File: src/rtl/ecc_result_fifo_if.sv
// ecc_result_fifo_if: result capture and consumer stream signals of the ECC result FIFO.
// The slave modport is the FIFO. The master modport is the producer/consumer side.
interface ecc_result_fifo_if #(
  parameter int DATA_WIDTH = 32
);
  logic [DATA_WIDTH-1:0] ecc_data;
  logic [1:0]            ecc_nof;
  logic                  ecc_done;
  logic                  out_valid;
  logic                  out_ready;
  logic [DATA_WIDTH-1:0] out_data;
  logic [1:0]            out_nof;

  modport slave (
    input  ecc_data, ecc_nof, ecc_done, out_ready,
    output out_valid, out_data, out_nof
  );

  modport master (
    output ecc_data, ecc_nof, ecc_done, out_ready,
    input  out_valid, out_data, out_nof
  );
endinterface

File: src/rtl/ecc_result_fifo.sv
// ecc_result_fifo: captures each ECC result (data + error class) on the rising edge of
// operation_done and buffers it in a DEPTH-entry circular FIFO. The FIFO drains on a
// valid/ready stream. A sticky overflow flag records dropped results.
// Optional macro ECC_RESULT_FIFO_STATS_EN builds the saturating per-class result counters.
// When the macro is undefined, cnt_* read as zero and clr_stats clears only overflow.
// The interface DATA_WIDTH must match this module's DATA_WIDTH.
module ecc_result_fifo #(
  parameter int DATA_WIDTH = 32,
  parameter int DEPTH      = 4,
  parameter int CNT_WIDTH  = 16
) (
  input  logic                   clk,
  input  logic                   rst,
  ecc_result_fifo_if.slave       bus,
  output logic [$clog2(DEPTH):0] fifo_count,
  output logic                   overflow,
  input  logic                   clr_stats,
  output logic [CNT_WIDTH-1:0]   cnt_ok,
  output logic [CNT_WIDTH-1:0]   cnt_one,
  output logic [CNT_WIDTH-1:0]   cnt_two
);

  localparam int AW = $clog2(DEPTH);
  localparam int CW = AW + 1;

  logic                  done_q_r;
  logic [AW-1:0]         wr_ptr_r;
  logic [AW-1:0]         rd_ptr_r;
  logic [CW-1:0]         count_r;
  logic                  overflow_r;
  logic [DATA_WIDTH-1:0] mem_data_r [DEPTH];
  logic [1:0]            mem_nof_r  [DEPTH];

  logic push_s;
  logic pop_s;
  logic full_s;
  logic valid_s;
  logic wr_en_s;
  logic ovf_set_s;

  // Handshake decode: edge-detected capture, consumer pop, and write/drop decision.
  always_comb begin
    push_s    = 1'b0;
    pop_s     = 1'b0;
    full_s    = 1'b0;
    valid_s   = 1'b0;
    wr_en_s   = 1'b0;
    ovf_set_s = 1'b0;
    valid_s   = (count_r != {CW{1'b0}});
    full_s    = (count_r == CW'(DEPTH));
    push_s    = bus.ecc_done & ~done_q_r;
    pop_s     = valid_s & bus.out_ready;
    // A push into a full FIFO only lands when the head leaves in the same cycle.
    if (push_s && (!full_s || pop_s)) begin
      wr_en_s = 1'b1;
    end else begin
      wr_en_s = 1'b0;
    end
    ovf_set_s = push_s & full_s & ~pop_s;
  end

  // Control state: done edge detector, pointers, occupancy and sticky overflow.
  always_ff @(posedge clk or negedge rst) begin
    if (!rst) begin
      done_q_r   <= 1'b0;
      wr_ptr_r   <= {AW{1'b0}};
      rd_ptr_r   <= {AW{1'b0}};
      count_r    <= {CW{1'b0}};
      overflow_r <= 1'b0;
    end else begin
      done_q_r <= bus.ecc_done;
      if (wr_en_s) begin
        wr_ptr_r <= wr_ptr_r + {{(AW-1){1'b0}}, 1'b1};
      end
      if (pop_s) begin
        rd_ptr_r <= rd_ptr_r + {{(AW-1){1'b0}}, 1'b1};
      end
      case ({wr_en_s, pop_s})
        2'b10:   count_r <= count_r + {{(CW-1){1'b0}}, 1'b1};
        2'b01:   count_r <= count_r - {{(CW-1){1'b0}}, 1'b1};
        default: count_r <= count_r;
      endcase
      // Clearing wins over a same-cycle drop so software always sees a clean flag.
      if (clr_stats) begin
        overflow_r <= 1'b0;
      end else if (ovf_set_s) begin
        overflow_r <= 1'b1;
      end
    end
  end

  // Entry storage: contents need no reset because out_valid qualifies them.
  always_ff @(posedge clk) begin
    if (wr_en_s) begin
      mem_data_r[wr_ptr_r] <= bus.ecc_data;
      mem_nof_r[wr_ptr_r]  <= bus.ecc_nof;
    end
  end

  assign bus.out_valid = valid_s;
  assign bus.out_data  = valid_s ? mem_data_r[rd_ptr_r] : {DATA_WIDTH{1'b0}};
  assign bus.out_nof   = valid_s ? mem_nof_r[rd_ptr_r]  : 2'b00;
  assign fifo_count    = count_r;
  assign overflow      = overflow_r;

`ifdef ECC_RESULT_FIFO_STATS_EN
  logic [CNT_WIDTH-1:0] cnt_ok_r;
  logic [CNT_WIDTH-1:0] cnt_one_r;
  logic [CNT_WIDTH-1:0] cnt_two_r;

  function automatic logic [CNT_WIDTH-1:0] sat_inc(input logic [CNT_WIDTH-1:0] v);
    if (v == {CNT_WIDTH{1'b1}}) begin
      sat_inc = v;
    end else begin
      sat_inc = v + {{(CNT_WIDTH-1){1'b0}}, 1'b1};
    end
  endfunction

  // Per-class statistics: every captured result counts, even one dropped on overflow.
  always_ff @(posedge clk or negedge rst) begin
    if (!rst) begin
      cnt_ok_r  <= {CNT_WIDTH{1'b0}};
      cnt_one_r <= {CNT_WIDTH{1'b0}};
      cnt_two_r <= {CNT_WIDTH{1'b0}};
    end else if (clr_stats) begin
      cnt_ok_r  <= {CNT_WIDTH{1'b0}};
      cnt_one_r <= {CNT_WIDTH{1'b0}};
      cnt_two_r <= {CNT_WIDTH{1'b0}};
    end else if (push_s) begin
      case (bus.ecc_nof)
        2'b00:   cnt_ok_r  <= sat_inc(cnt_ok_r);
        2'b01:   cnt_one_r <= sat_inc(cnt_one_r);
        default: cnt_two_r <= sat_inc(cnt_two_r);
      endcase
    end
  end

  assign cnt_ok  = cnt_ok_r;
  assign cnt_one = cnt_one_r;
  assign cnt_two = cnt_two_r;
`else
  assign cnt_ok  = {CNT_WIDTH{1'b0}};
  assign cnt_one = {CNT_WIDTH{1'b0}};
  assign cnt_two = {CNT_WIDTH{1'b0}};
`endif

endmodule

File: src/flat_wrapper.sv
// flat-port wrapper written by rule: the top's interface ports become plain ports
module ecc_result_fifo_flat 
#(
  parameter int DATA_WIDTH = 32,
  parameter int DEPTH      = 4,
  parameter int CNT_WIDTH  = 16
)
  (clk, rst, fifo_count, overflow, clr_stats, cnt_ok, cnt_one, cnt_two, bus_ecc_data, bus_ecc_nof, bus_ecc_done, bus_out_ready, bus_out_valid, bus_out_data, bus_out_nof);
  ecc_result_fifo_if #(.DATA_WIDTH(DATA_WIDTH)) bus_i ();
  input  logic clk;
  input  logic rst;
  output logic [$clog2(DEPTH):0] fifo_count;
  output logic overflow;
  input  logic clr_stats;
  output logic [CNT_WIDTH-1:0] cnt_ok;
  output logic [CNT_WIDTH-1:0] cnt_one;
  output logic [CNT_WIDTH-1:0] cnt_two;
  input wire logic [$bits(bus_i.ecc_data)-1:0] bus_ecc_data;
  input wire logic [$bits(bus_i.ecc_nof)-1:0] bus_ecc_nof;
  input wire logic [$bits(bus_i.ecc_done)-1:0] bus_ecc_done;
  input wire logic [$bits(bus_i.out_ready)-1:0] bus_out_ready;
  output wire logic [$bits(bus_i.out_valid)-1:0] bus_out_valid;
  output wire logic [$bits(bus_i.out_data)-1:0] bus_out_data;
  output wire logic [$bits(bus_i.out_nof)-1:0] bus_out_nof;
  assign bus_i.ecc_data = bus_ecc_data;
  assign bus_i.ecc_nof = bus_ecc_nof;
  assign bus_i.ecc_done = bus_ecc_done;
  assign bus_i.out_ready = bus_out_ready;
  assign bus_out_valid = bus_i.out_valid;
  assign bus_out_data = bus_i.out_data;
  assign bus_out_nof = bus_i.out_nof;
  ecc_result_fifo #(.DATA_WIDTH(DATA_WIDTH), .DEPTH(DEPTH), .CNT_WIDTH(CNT_WIDTH)) u_core (.clk(clk), .rst(rst), .bus(bus_i), .fifo_count(fifo_count), .overflow(overflow), .clr_stats(clr_stats), .cnt_ok(cnt_ok), .cnt_one(cnt_one), .cnt_two(cnt_two));
endmodule
File: config.mk
export PLATFORM = sky130hd
export DESIGN_NAME = ecc_result_fifo_flat
export DESIGN_NICKNAME = d
export VERILOG_FILES = /design/src/rtl/ecc_result_fifo_if.sv /design/src/rtl/ecc_result_fifo.sv /design/src/flat_wrapper.sv
export SDC_FILE = /design/constraint.sdc
export NUM_CORES = 1
export LEC_CHECK = 0
export CORE_ASPECT_RATIO = 0.8
export CORE_MARGIN = 10
export CORE_UTILIZATION = 50
export CTS_CLUSTER_DIAMETER = 50
export DETAILED_ROUTE_END_ITERATION = 10
export GPL_TIMING_DRIVEN = 0
export PLACE_DENSITY = 0.78
export SYNTH_ARGS = -nofsm -noshare
export SYNTH_HDL_FRONTEND = slang
export SYNTH_SLANG_ARGS = --single-unit
File: constraint.sdc
create_clock -name clk -period 2.6 [get_ports clk]
set_input_delay 0.65 -clock clk [delete_from_list [all_inputs] [get_ports clk]]
set_output_delay 0.65 -clock clk [all_outputs]
set_load 0.005 [all_outputs]
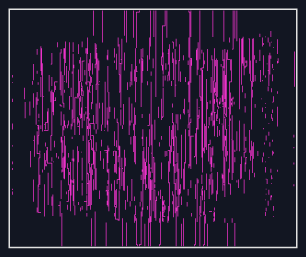
Figure 1: run 1, met2 routing.
(2 px per um)
share of all routed wire: 48%
nets with wire on the layer: 438
longest straight run: 56.1 um
wire length on this layer: 5560 um
main direction: vertical
total length of routed wires: 11700 um
total number of vias: 3051
met2 Use GR: 22.1%

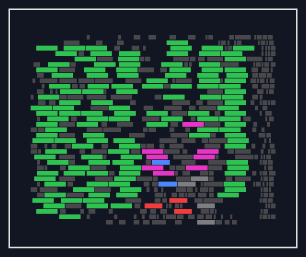
Figure 2: run 1, register map, names as in the netlist.
(2 px per um) Other sequential cells in the stronger grey, the rest of the logic in the fainter grey.
[green] `u_core.mem_data_r` | placed flops: 128
[magenta] `u_core.mem_nof_r` | placed flops: 8
[blue] `u_core.rd_ptr_r` | placed flops: 2
[red] `u_core.fifo_count` | placed flops: 3
not coloured: 4
seq pwr: 2.95 mW
fin util: 67.7%

==> out/results.ini, run 1 <==
[grt]
grt_pass1_vias = 3278
antenna_found_initial = 0
grt_pass1_wl_um = 18300
overflow = 0
grt_max_degree = 29

[run]
cap_violations = 0

[timing]
slew_viol_final = 0
setup_viol_count_final = 0
hold_violations = 0
fin_crit_ns = 2.59
fmax_mhz = 386
finalClockPeriodUsage_pct = 99.7
grt_setup_unrepaired = yes

[logic_synthesis]
numSynthFlops = 145
synthDominantCellAreaShare_pct = 67.5
syn_avg_cell_area_sq_um = 19.6
top_cell = edfxtp_1
yosysSeqAreaShare_pct = 71.3
largest_area_cell = edfxtp_1
synthCells = 308
syn_area_sq_mm = 0.00605
yosysUniqueCellTypes = 26
synthTopCellsByCount = 136 x edfxtp_1, 48 x buf_4, 39 x and2_1
ys_cells = 308
ys_dominant_reg_cell = edfxtp_1
synth_warnings = 0
async_reset_ff_share_pct = 6.21
yosys_area_sq_mm = 0.00605

[die]
num_rows = 35
ios = 126
die_area_sq_mm = 0.0169
initial_utilization_pct = 51.7

[setup_path]
setup.worst_path.class = reg -> out
critPathLaunchType = flop
end_kind = output pin
reg2reg_from = u_core.fifo_count[0]
crit_arrival_ns = 1.94
crit_end = bus_out_data[11]
worstPathRequired_ns = 1.95
cp-startpoint = u_core.rd_ptr_r[0]
rrSetupSlack_ns = 0.33
worstReg2RegEnd = u_core.fifo_count[2]
path_max_fanout = 5
worst_r2r_path_depth = 10

[clock_tree]
postCtsHoldBufs = 0
cts_setup_buffers = 11
htreeDepth = 4
clock_path_buffers = 2
cts_root_buf = clkbuf_16
post_cts_resized = 178
clkLatencyLatePin_ns = 0.41
tritoncts = yes
clk_pin_slew_ns = 0.06

[pwr]
leakage_nw = 3.02
total_power_mw = 8.21
p_per_area_mw_per_mm2 = 1040
irDropWorstVdd_v = 0.000835

[final_layout]
final_area_sq_mm = 0.00791
drive_above_1_share_pct = 41.4
num_antenna_cells = 0
area_growth_pct = 30.8
comb_area_sq_mm = 0.00147
final_nets = 510
fillers = 810
seqCellArea_sq_mm = 0.00431

[outcome]
outcome = completed

[placement]
place_congestion = 0.685
dpl_cell_area_sq_mm = 0.00729
post-dp-hpwl_um = 7730
port_buffers = 77

[detailed_routing]
drtPass1Iterations = 4
post_drt_wl_per_cell_um = 18.7
drt-vias-per-instance = 4.89
ant_nets = 0
drc = 0
drt_iter0_drc = 184

[min_path]
hp-class = reg -> reg

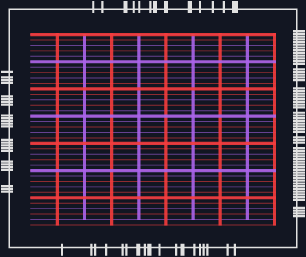
Figure 3: run 1, floorplan with the power grid.
(2 px per um) Pins as bars on the die edge.
[purple] VDD
[red] VSS
met5 straps: 7
met4 straps: 9
Core Area: 0.0117 sq mm
chip width: 143 um
die height: 118 um

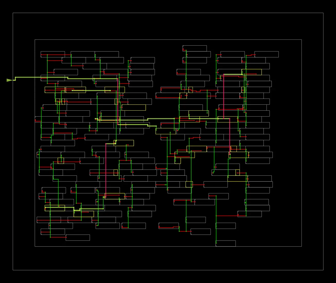
Figure 4: run 1, clock routing.
TritonCTS Buffers: 17
clock skew: 0.00771 ns
CTS sink cnt: 145

==> run 1: sequential cells by signal, summed over array words and instances, names as in the netlist <==
name,cells
u_core.rd_ptr_r,2
u_core.wr_ptr_r,2
u_core.done_q_r,1
u_core.overflow,1
u_core.fifo_count,3
u_core.mem_nof_r,8
u_core.mem_data_r,128
==> run 1: worst min-delay path by stage <==
stage                     slack (ns)  cells past startpoint            startpoint              endpoint
after floorplan                 0.35                      0                   rst       u_core.done_q_r
after global placement          0.48                      2       u_core.overflow       u_core.overflow
after detailed placement        0.50                      2       u_core.overflow       u_core.overflow
after CTS                       0.51                      2       u_core.overflow       u_core.overflow
after global routing            0.55                      1  u_core.fifo_count[2]  u_core.fifo_count[2]
final                           0.50                      2       u_core.overflow       u_core.overflow
==> run 1: power by group <==
group,internal (mW),switching (mW),leakage [nW]
Clock,1.29,0.854,0.252
Combinational,1.88,1.23,1.42
Sequential,2.86,0.0908,1.34
Total,6.03,2.17,3.02
==> run 1: final cells by class <==
class	instances	share of cell area, %
Sequential cell	145	54.5
Multi-Input combinational cell	143	18.5
Timing Repair Buffer	94	11.9
Buffer	57	5.71
Clock buffer	19	5.47
Tap cell	148	2.34
Clock inverter	11	1.19
Inverter	7	0.332
==> run 1: cells in the final DEF (no fill, tap or decap), types with 3 or more instances in the layout <==
cell             Yosys  final
edfxtp_1           136    136
buf_4               48     55
conb_1               1     48
clkdlybuf4s50_1      0     42
mux4_2              28     33
and2_4               0     24
buf_2                4     23
clkbuf_16            0     17
buf_6                1     12
and2_1              39     11
dfrtp_1              9      8
inv_1                7      7
ha_1                 5      5
buf_12               3      5
and2_2               0      4
clkinv_2             0      4
buf_16               0      4
clkbuf_8             0      3
xor2_1               3      3
xnor2_1              3      3
clkinvlp_4           0      3
==> run 1: critical path, stage by stage, from the launching register on <==
cell and delay, ns:
dfrtp_2 0.40, buf_8 0.14, buf_6 0.11, buf_12 0.11, mux4_2 0.50, and2_4 0.18, buf_6 0.11
==> run 1: per-stage QoR <==
| step | setup TNS, ns | hold slack [ns] | utilization (%) | setup slack [ns] | cells |
|---|---|---|---|---|---|
| after global placement | -127.44 | 0.481 | 61.4 | -0.946 | 580 |
| after detailed placement | -9.60 | 0.505 | 62.3 | -0.282 | 584 |
| after global routing | -0.201 | 0.548 | 67.7 | -0.0506 | 624 |
| after floorplan | 0 | 0.354 | - | 0.299 | 355 |
| after CTS | -1.56 | 0.513 | 68.7 | -0.111 | 629 |
| final | 0 | 0.498 | 67.7 | 0.00732 | 624 |
==> run 1: metal layers <==
layer / vias to the layer above / track usage (%) / routed length [um]
met5: - / 0 / 0
li1: 1398 / - / -
met1: 1503 / 17.9 / 4690
met3: 8 / 5.96 / 1330
met4: 0 / 4.05 / 82
met2: 142 / 22.1 / 5560
==> run 1: logic make-up (layout without fill, tap and decap cells) <==
group                      Yosys count  count (layout)  share of synthesized area, %
DFF                                145             145                          71.3
and+or+nand+nor                     46              46                          4.86
other                                1              48                        0.0620
muxes                               35              35                          13.2
xor gates and xnor gates             6               6                         0.869
AOI/OAI and AO/OA                    2               2                         0.186
adders and majority gates            6               6                          1.37
buffers and inverters               67             188                          8.17
Figure 5. Placement density heat map (run 1).
(2 px per um) 14 x 12 tiles, from black (low) to pale yellow (high), 0 to 100% covered.
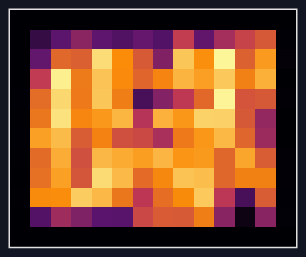

==> inputs of run 2 (changes only) <==
--- a/config.mk
+++ b/config.mk
@@ -10,7 +10,6 @@
 export CORE_UTILIZATION = 50
 export CTS_CLUSTER_DIAMETER = 50
 export DETAILED_ROUTE_END_ITERATION = 10
-export GPL_TIMING_DRIVEN = 0
 export PLACE_DENSITY = 0.78
 export SYNTH_ARGS = -nofsm -noshare
 export SYNTH_HDL_FRONTEND = slang
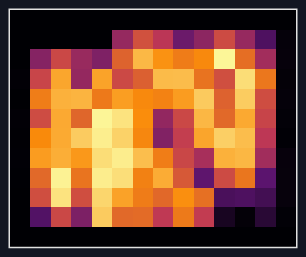
Figure 6: run 2, placement density heat map.
(2 px per um) 14 x 12 tiles, from black (low) to pale yellow (high), 0 to 100% covered.
tiles over 75% full: 26%
mean over tiles: 45%
emptiest ninth of the die: bottom right
fin util: 66.2%
Initial Utilization: 51.7%

==> out/results.ini, run 2 <==
[outcome]
outcome = finished, violations left
violations = setup timing

[clock_tree]
cts_root_buf = clkbuf_16

[final_layout]
fillers = 794  ; -2.0%
seqCellArea_sq_mm = 0.00431  ; about the same
instances_no_fill = 590  ; -5.4%
lay_top_count = edfxtp_1
drive_above_1_share_pct = 36.0  ; -5.4 points
final_area_sq_mm = 0.00774  ; -2.1%

[setup_path]
worstPathRequired_ns = 1.95  ; about the same
path_max_fanout = 8  ; +3
end_kind = output pin

[logic_synthesis]
syn_area_sq_mm = 0.00605  ; unchanged
yosys_area_sq_mm = 0.00605  ; unchanged
ys_cells = 308  ; unchanged
numSynthFlops = 145  ; unchanged
synthDominantCellAreaShare_pct = 67.5  ; unchanged
ys_dominant_reg_cell = edfxtp_1

[pwr]
sw_frac_of_total_pct = 27.0  ; +0.55 points
p_per_area_mw_per_mm2 = 1120  ; +7.7%
switching_power_mw = 2.34  ; +7.6%
power_frac_seq_pct = 34.3  ; -1.6 points
irDropWorstVdd_v = 0.000659  ; -21%
leakage_nw = 2.86  ; -5.1%

[min_path]
hp-class = reg -> reg

[grt]
grt_pass1_wl_um = 18300  ; about the same
grt_pass1_vias = 3159  ; -3.6%
overflow = 0  ; unchanged

[timing]
skew_ns = 0.00921  ; +0.00150 ns
final.setup.worst_slack_ns = -0.000747  ; -0.00807 ns
slew_viol_final = 0  ; unchanged
setup_viol_count_final = 1  ; +1

[run]
cap_violations = 0  ; unchanged

[placement]
place_congestion = 0.766  ; +12%
post-dp-hpwl_um = 7390  ; -4.5%
port_buffers = 77  ; unchanged

[detailed_routing]
vias = 2986  ; -2.1%
drc = 0  ; unchanged
drt-vias-per-instance = 5.06  ; +3.5%

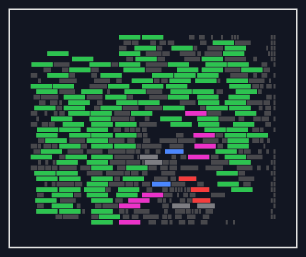
Figure 7: run 2, register map, names as in the netlist.
(2 px per um) Other sequential cells in the stronger grey, the rest of the logic in the fainter grey.
[magenta] `u_core.mem_nof_r` | placed flops: 8
[green] `u_core.mem_data_r` | placed flops: 128
[red] `u_core.fifo_count` | placed flops: 3
[blue] `u_core.rd_ptr_r` | placed flops: 2
not coloured: 4
Seq/total area: 55.7%
seq pwr: 2.97 mW

run 2: netlist changes by cell type in the layout (fill, tap and decap cells not counted), sizes merged:
cell | before | now
bufinv | 1 | 2
clkdlybuf4s50 | 42 | 43
dlygate4sd2 | 1 | 8
buf | 100 | 61
clkinvlp | 3 | 2
clkdlybuf4s15 | 2 | 0
clkbuf | 25 | 20
inv | 7 | 11
run 2: cell families (layout without fill, tap and decap cells):
| family | count (synthesis) | after routing | share of synthesized area [%] |
|---|---|---|---|
| buffers and inverters | 67 | 154 | 8.17 |
| adders and majority gates | 6 | 6 | 1.37 |
| DFF | 145 | 145 | 71.3 |
| muxes | 35 | 35 | 13.2 |
| xor gates and xnor gates | 6 | 6 | 0.869 |
| other | 1 | 48 | 0.0620 |
| AOI/OAI and AO/OA | 2 | 2 | 0.186 |
| and+or+nand+nor | 46 | 46 | 4.86 |
run 2: power by group through the flow:
stage	combinational [mW]	sequential, mW	clock (mW)
2_1_floorplan	1.55	2.98	0
3_3_place_gp	2.74	2.99	0
3_5_place_dp	2.77	3.01	0
4_1_cts	3.13	2.97	2.41
5_1_grt	3.59	2.99	2.53
6_report	3.31	2.97	2.36
run 2: worst max-delay path, stage by stage, from the launching register on:
cell and delay [ns]:
dfrtp_2 0.40, buf_6 0.18, mux4_2 0.53, and2_1 0.17, dlygate4sd2_1 0.26
run 2: worst paths after layout:
check | slack (ns) | end | from | cells after the start
min reg2reg | 0.51 | u_core.overflow | u_core.overflow | 2
min in group asynchronous | 0.54 | u_core.wr_ptr_r[1] | rst | 1
max in group asynchronous | 1.73 | u_core.rd_ptr_r[1] | rst | 1
min | 0.51 | u_core.overflow | u_core.overflow | 2
max reg2reg | 0.44 | u_core.fifo_count[2] | u_core.fifo_count[2] | 9
max | -0.0007 | bus_out_data[10] | u_core.rd_ptr_r[0] | 4
run 2: routing by layer:
layer  global-route usage (%)  routed length [um]  vias to the layer above
met2                     22.8                6050                      120
met3                     5.28                1100                       13
li1                         -                   -                     1324
met5                        0                   0                        -
met4                     4.89                 129                        0
met1                     17.7                5010                     1529
run 2: through the flow:
stage               util (%)    TNS, ns
CTS                     65.3      -1.74
floorplan                  -          0
global route            66.2      -1.11
global placement        58.9          0
detailed placement      58.9    -0.0756
finish                  66.2  -0.000747
run 2: cell type report:
class	instances	area share (%)
Multi-Input combinational cell	143	18.8
Tap cell	148	2.39
Timing Repair Buffer	115	15.2
Sequential cell	145	55.7
Clock buffer	17	5.49
Inverter	7	0.339
Clock inverter	15	2.05
run 2: repair_timing:
action,CTS,global route
cloned,3,1
endpoints found under the hold margin,0,0
buffers inserted,12,7
endpoints found under the setup margin,35,30
pin swaps,0,19
gates resized,144,28
Figure 8. Met2 routing (run 2).
(2 px per um)
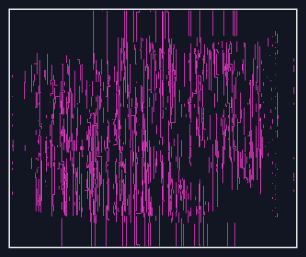

==> inputs of run 3 (changes only) <==
--- a/config.mk
+++ b/config.mk
@@ -7,10 +7,10 @@
 export LEC_CHECK = 0
 export CORE_ASPECT_RATIO = 0.8
 export CORE_MARGIN = 10
-export CORE_UTILIZATION = 50
+export CORE_UTILIZATION = 51
 export CTS_CLUSTER_DIAMETER = 50
 export DETAILED_ROUTE_END_ITERATION = 10
-export PLACE_DENSITY = 0.78
+export PLACE_DENSITY = 0.8
 export SYNTH_ARGS = -nofsm -noshare
 export SYNTH_HDL_FRONTEND = slang
 export SYNTH_SLANG_ARGS = --single-unit
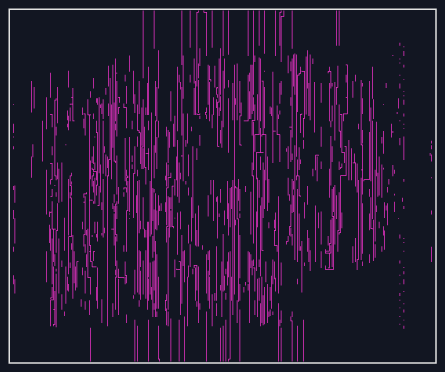
Figure 9: run 3, met2 routing.
(3 px per um)
met2 Use GR: 22.4%
total number of vias: 2888
total length of routed wires: 12200 um

==> out/results.ini, run 3 <==
[outcome]
outcome = completed

[logic_synthesis]
synthAdderAreaFrac_pct = 1.37  ; unchanged
yosysUniqueCellTypes = 26
syn_area_sq_mm = 0.00605  ; unchanged
synthDominantCellAreaShare_pct = 67.5  ; unchanged
mux_area_share_pct = 13.2  ; unchanged
simple_gate_area_share_pct = 4.86  ; unchanged
topCellsByArea = edfxtp_1 68%, mux4_2 10%, buf_4 6.0%
numSynthFlops = 145  ; unchanged
ys_dominant_reg_cell = edfxtp_1
synth_warnings = 0
compound_area_share_pct = 0.186  ; unchanged
ys_cells = 308  ; unchanged
synth.comb.largest_family = multiplexers
yosys_area_sq_mm = 0.00605  ; unchanged
xor_share_pct = 0.869  ; unchanged

[placement]
placedCellCount = 537
port_buffers = 77  ; unchanged
post-dp-hpwl_um = 7450  ; +0.82%
place_congestion = 0.745  ; -2.6%

[setup_path]
reg2reg_from = u_core.fifo_count[2]
crit_chain = buf_12 -> buf_12 -> mux4_2 -> and2_4 -> buf_2
path_max_fanout = 5  ; -3
rrSetupSlack_ns = 0.42  ; -0.02 ns
cpMostUsedCell = buf_12
worstReg2RegEnd = u_core.fifo_count[1]
slowest_delay_ns = 0.51  ; -0.02 ns
worst_r2r_path_depth = 7  ; -2
crit_buf_inv = 3  ; +1
cp-startpoint = u_core.rd_ptr_r[0]
cp_top_family = multiplexers
worstPathRequired_ns = 1.95  ; about the same
critPathLaunchType = flop
end_kind = output pin
slowest_stage = mux4_2

[final_layout]
lay_top_count = edfxtp_1
final_nets = 462
num_antenna_cells = 0
drive_above_1_share_pct = 36.3  ; +0.31 points
regMostFlops = u_core.mem_data_r
instances_no_fill = 578  ; -2.0%

[run]
cap_violations = 0  ; unchanged

[clock_tree]
htreeDepth = 4
clk_pin_slew_ns = 0.06
cts_root_buf = clkbuf_16

[pwr]
sw_frac_of_total_pct = 26.7  ; -0.36 points
leakage_nw = 2.78  ; -2.9%
power_frac_seq_pct = 35.1  ; +0.8 points
p_per_area_mw_per_mm2 = 1110  ; -0.36%
switching_power_mw = 2.26  ; -3.3%

[die]
initial_utilization_pct = 52.3  ; +0.59 points
num_rows = 35
die_area_sq_mm = 0.0166

[timing]
grt_setup_unrepaired = yes
slew_viol_final = 0  ; unchanged
skew_ns = 0.0176  ; +0.00840 ns
final.setup.worst_slack_ns = 0.0566  ; +0.0574 ns
setup_viol_count_final = 0  ; -1
fin_crit_ns = 2.54

[min_path]
hold_depth = 2  ; unchanged
hp-class = reg -> reg
hold_end = u_core.overflow
min-delay-start = u_core.overflow

[grt]
grt_pass1_wl_um = 18400  ; +0.34%
grt_pass1_vias = 3158  ; -0.032%
antenna_found_initial = 0
overflow = 0  ; unchanged

[detailed_routing]
drt-vias-per-instance = 5.00  ; -1.3%
ant_nets = 0
post_drt_wl_per_cell_um = 21.1
drc = 0  ; unchanged

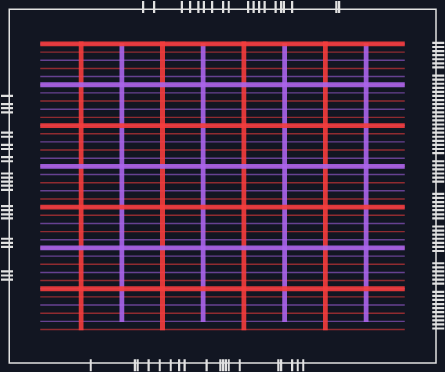
Figure 10: run 3, floorplan with the power grid.
(3 px per um) Pins as bars on the die edge.
[purple] VDD
[red] VSS
signal pins: 126
met1 rails: 36
chip width: 142 um
peak supply drop: 0.000798 V
die height: 117 um
Core Area: 0.0116 sq mm

-- run 3: worst min-delay path, cell delays in order (launching register included) --
cell     delay (ns)
dfrtp_1        0.34
a31oi_1        0.04
nor2_1         0.08
-- run 3: cell families after synthesis --
kind of cell | after synthesis
and+or+nand+nor | 46
buffers and inverters | 67
DFF | 145
xor gates and xnor gates | 6
other | 1
AOI/OAI and AO/OA | 2
adders and majority gates | 6
muxes | 35
-- run 3: routing by layer --
layer / wire length [um] / vias to the layer above / track usage [%]
li1: - / 1302 / -
met1: 4950 / 1462 / 17.8
met5: 0 / - / 0
met3: 1140 / 9 / 6.21
met2: 6000 / 115 / 22.4
met4: 105 / 0 / 4.21
-- run 3: timing repair --
action | CTS | global route
resized | 173 | 16
pin swaps | 0 | 17
endpoints found under the setup margin | 35 | 21
gates cloned | 3 | 1
buffers inserted | 9 | 0
-- run 3: per-stage QoR --
step | power (mW) | utilization (%) | hold slack [ns] | setup TNS [ns] | area [sq um]
after global routing | 8.91 | 65.9 | 0.549 | -0.0894 | 7620
after detailed placement | 5.80 | 59.9 | 0.502 | -0.157 | 6920
after CTS | 8.49 | 65.7 | 0.515 | -0.372 | 7590
after floorplan | 4.53 | - | 0.354 | 0 | 6220
final | 8.48 | 65.9 | 0.508 | 0 | 7620
after global placement | 5.73 | 59.9 | 0.482 | 0 | 6920
-- run 3: worst max path at each step --
stage                     slack (ns)  cells after the start                       to
after floorplan                 0.30                      3  u_core.mem_data_r[2][0]
after global placement         0.001                     10     u_core.fifo_count[2]
after detailed placement       -0.16                     10     u_core.fifo_count[2]
after CTS                      -0.04                      6          bus_out_data[8]
after global routing           -0.04                      5         bus_out_data[15]
final                           0.06                      5         bus_out_data[13]
-- run 3: power groups by stage --
stage / clock network [mW] / logic [mW] / registers [mW]
after detailed placement: 0 / 2.79 / 3.01
after floorplan: 0 / 1.55 / 2.98
after global routing: 2.54 / 3.37 / 2.99
after CTS: 2.44 / 3.08 / 2.97
final: 2.40 / 3.10 / 2.98
after global placement: 0 / 2.74 / 2.99
-- run 3: area by class of cell --
cell class | count | area [sq um]
well taps | 148 | 185
inverters | 7 | 26.3
fillers | 790 | 3940
multi-input cells | 143 | 1470
flip-flops and latches | 145 | 4310
clock inverters | 14 | 164
clock buffers | 18 | 429
repair buffers | 103 | 1040
Power is estimated from default activity; no workload was simulated.
